Design glb_arbiter, sky130hd; sources not shown.
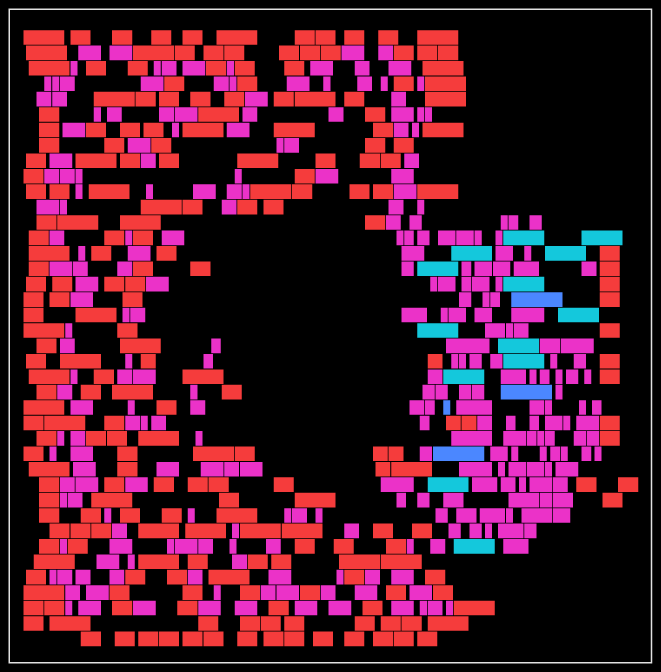
run_1/cell_classes.png
all other logic: shown in magenta, cells 273, share of their area 39%. flops: shown in cyan, cells 13, share of their area 5.0%. other buffers and delay cells: shown in red, cells 230, share of their area 54%. clock drivers and dummy loads: shown in blue, cells 4, share of their area 1.5%.
Util after Layout: 45.5%
Placeable Area: 11800 sq um

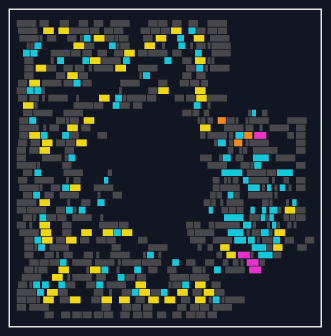
run_1/gate_families.png
XOR/XNOR gates: shown in orange, cells 3. adder and majority cells: shown in magenta, cells 4, where south-east. multiplexers: shown in yellow, cells 57. inverting AOI/OAI gates: shown in cyan, cells 82, where all over the die.
highest-count logic cell in the final layout: clkdlybuf4s50_1
Comb/total area: 37.3%
Final Non-Filler Cells: 667

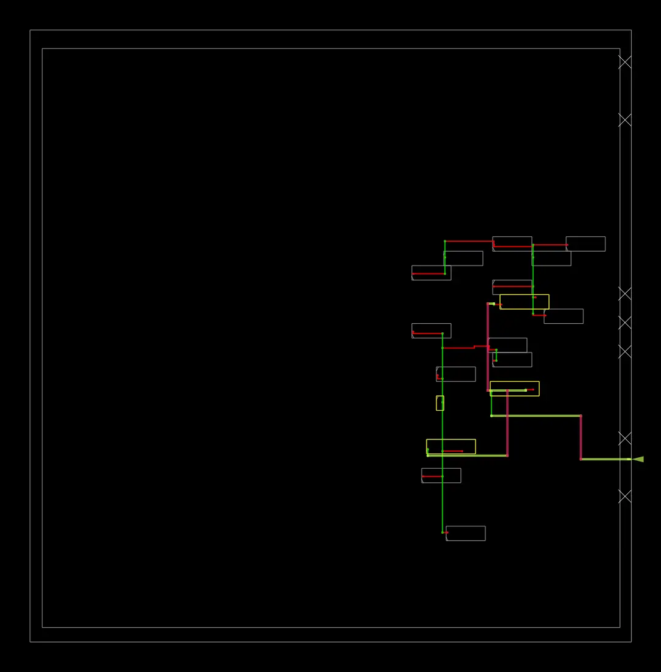
run_1/final_clocks.png
Num CTS Buffers: 3
Flops: 13

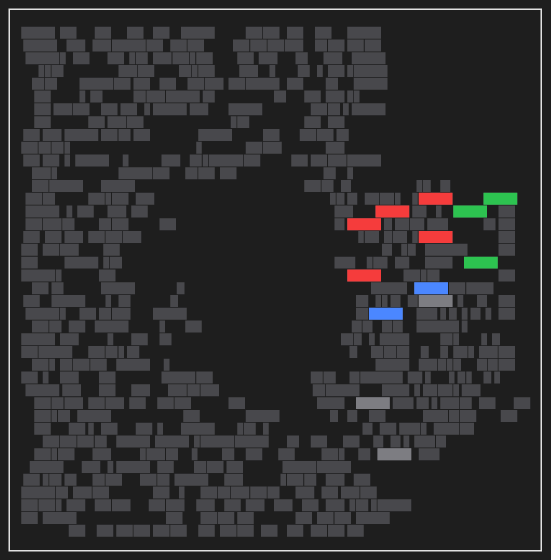
run_1/registers.png
Other sequential cells in the stronger grey, the rest of the logic in the fainter grey.
beat_cnt_q: shown in red, placed flops 5, where east. rsp_valid: shown in green, placed flops 3. owner_q: shown in blue, placed flops 2.
Another 3 sequential cells are not coloured.
Seq area share: 4.84%
Register Area: 260 sq um

==> results.toml, run 1 <==
# generated from flow reports
[yosys]
ff_type = "dfxtp_1"
top_cell_area_share_pct = 22.3
area_leaders = "mux2_2 22%, a22oi_1 15%, dfxtp_1 9.7%, buf_4 9.0%, nor2_1 8.7%"
avgSynthCellArea_sq_um = 7.74
async_flop_share_pct = 0
logic_family = "AND-OR/OR-AND gates"
common_cells = "62 x nor2_1, 53 x mux2_2, 52 x a22oi_1, 32 x buf_4, 13 x dfxtp_1"
adder_share_pct = 1.87
yosysWarnings = 0
yosysUniqueCellTypes = 55

[floorplanning]
initCoreUtil_pct = 22.6
ioPinCount = 287

[critical_path]
crit_path_start_kind = "input port"
cp_data_arrival_time_ps = 3220

[timing]
period_used_pct = 84.6
skew_ps = 2.08

[global_routing]
grt_antenna_before_repair = 1
grt_max_degree = 53
grt_pass1_wl_mm = 18.0

[layout]
final_area_sq_um = 5370
num_antenna_cells = 0
largest_reg_flops = 5

[drt]
drc_errors = 7
routed_wl_mm = 11.9

[min_path]
hp-class = "register to register"
whs_path_depth = 2

[clocking]
cts_hold_buf = 0
cts.clk_slew.worst_paths_ps = 40
clock_path_buffers = 2

[run]
warning_count = 28

[status]
status = "complete, but fails checks"
failed_checks = "design-rule violations"
run 1: per-layer routing:
layer  global-route usage (%)  wire length (microns)  vias up
li1                         -                      -     1594
met1                     18.7                   4360     1552
met2                     32.3                   6290      152
met3                     6.33                   1070       17
met4                     2.85                    129        0
met5                        0                      0        -
run 1: critical path, stage by stage:
cell and delay [ps]:
clkdlybuf4s50_1 640, nand2_1 80, a32oi_1 380, o211ai_2 190, nand2_2 470, buf_12 250
a22oi_1 90, nor2_1 210, buf_12 170
run 1: area by class of cell:
cell class	count	share of cell area (%)
clock buffer	4	1.47
inverter	8	0.559
multi-input combinational	265	37.3
sequential	13	4.84
tap	147	3.42
timing repair buffer	230	52.4
run 1: metrics by stage:
step	worst slack, ps	instances
after CTS	712	667
final	712	667
after detailed placement	725	663
after global placement	782	663
after global routing	546	667
after floorplan	1260	345
run_1/clock_map.png
Bar = 20 microns.
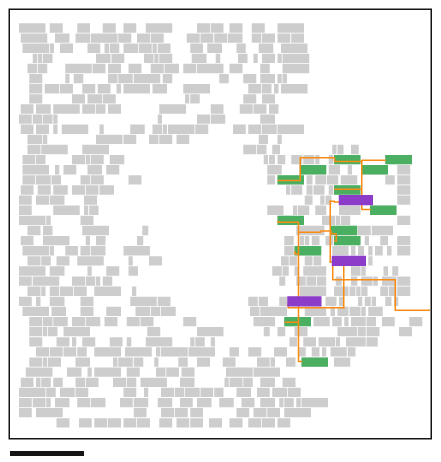

==> run 2, diff against run 1 <==
--- a/config.mk
+++ b/config.mk
@@ -5,9 +5,9 @@
 export SDC_FILE = /design/constraint.sdc
 export NUM_CORES = 1
 export LEC_CHECK = 0
-export CORE_AREA = 2 2 111 113
+export CORE_AREA = 2 2 112 114
 export DETAILED_ROUTE_END_ITERATION = 12
-export DIE_AREA = 0 0 113 115
+export DIE_AREA = 0 0 114 116
 export HOLD_SLACK_MARGIN = 0.03
 export PLACE_DENSITY_LB_ADDON = 0.3
 export SLEW_MARGIN = 25
==> constraint.sdc (replaced) <==
create_clock -name clk -period 4 [get_ports clk]
set_input_delay 0.6 -clock clk [delete_from_list [all_inputs] [get_ports clk]]
set_output_delay 0.6 -clock clk [all_outputs]
set_load 0.05 [all_outputs]
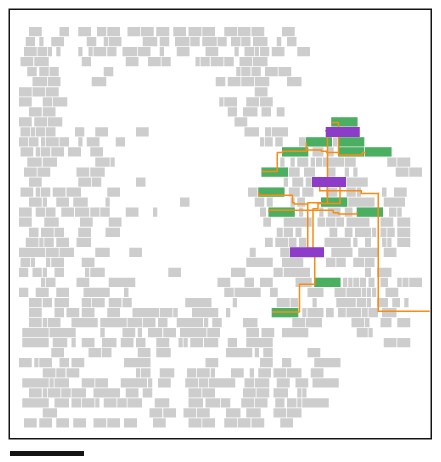
run_2/clock_map.png
Bar = 20 microns.
cells driving clock nets: shown in purple, count 3. flip-flops: shown in green, count 13. clock wires: shown in orange, length 259 microns.
There are 4 routed clock nets.
Latency at later pin: 250 ps
final setup skew: 6.80 ps

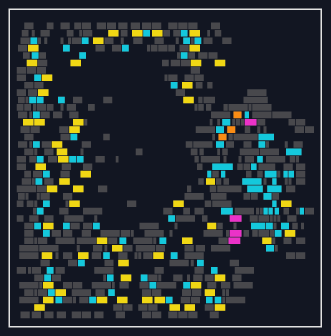
run_2/gate_families.png
Comb/total area: 39.5%

==> results.toml, run 2 <==
# generated from flow reports
[min_path]
hp-class = "register to register"
whs_path_depth = 2

[critical_path]
cp_data_arrival_time_ps = 3070
cp_num_buf_inv = 3
crit_family = "buffers and inverters"
crit_path_start_kind = "input port"
crit_cells = 9

[drt]
drc_errors = 0
top_layer = "met4"
wl_met3_microns = 986

[timing]
setup_ws_ps = 334

[global_routing]
busiest_layer = "met2"
grt.met1_usage_pct = 18.6
gr-usage-met2_pct = 33.3
grt_antenna_before_repair = 0
grt_max_degree = 66

[run]
warning_count = 28

[yosys]
top_cell_area_share_pct = 22.3
async_flop_share_pct = 0
yosysWarnings = 0
area_leaders = "mux2_2 22%, a22oi_1 15%, dfxtp_1 9.7%, buf_4 9.0%, nor2_1 8.7%"
common_cells = "62 x nor2_1, 53 x mux2_2, 52 x a22oi_1, 32 x buf_4, 13 x dfxtp_1"
avgSynthCellArea_sq_um = 7.74
ff_type = "dfxtp_1"

[floorplanning]
core_sq_um = 11900

[status]
status = "finished clean"

[clocking]
cts.clk_slew.worst_paths_ps = 40
cts_buffers = 3
clock_path_buffers = 2
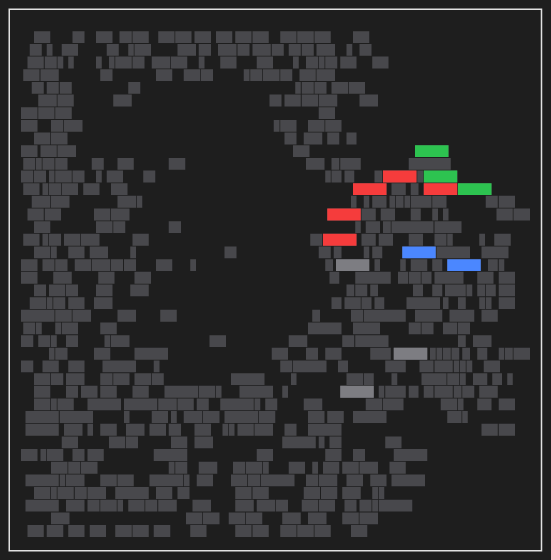
run_2/registers.png
Other sequential cells in the stronger grey, the rest of the logic in the fainter grey.
owner_q: shown in blue, placed flops 2. rsp_valid: shown in green, placed flops 3. beat_cnt_q: shown in red, placed flops 5.
Another 3 sequential cells are not coloured.
Seq area share: 5.13%
Util after Layout: 42.6%

## run 2: logic make-up (layout without fill, tap and decap cells)
kind of cell / Yosys count / after routing / share of synthesized area, %
mux: 57 / 57 / 23.9
compound gates: 91 / 91 / 27.9
xor+xnor: 3 / 3 / 0.984
buf+inv: 67 / 242 / 16.0
simple gates: 110 / 110 / 19.6
fa+ha+maj: 4 / 4 / 1.87
flops: 13 / 13 / 9.74
## run 2: area by class of cell
class                           count  area, sq um  share of cell area [%]
Tap cell                          147          184                    3.63
Timing Repair Buffer              230         2510                    49.6
Clock buffer                        4         78.8                    1.55
Multi-Input combinational cell    265         2000                    39.5
Sequential cell                    13          260                    5.13
Inverter                            8         30.0                   0.592
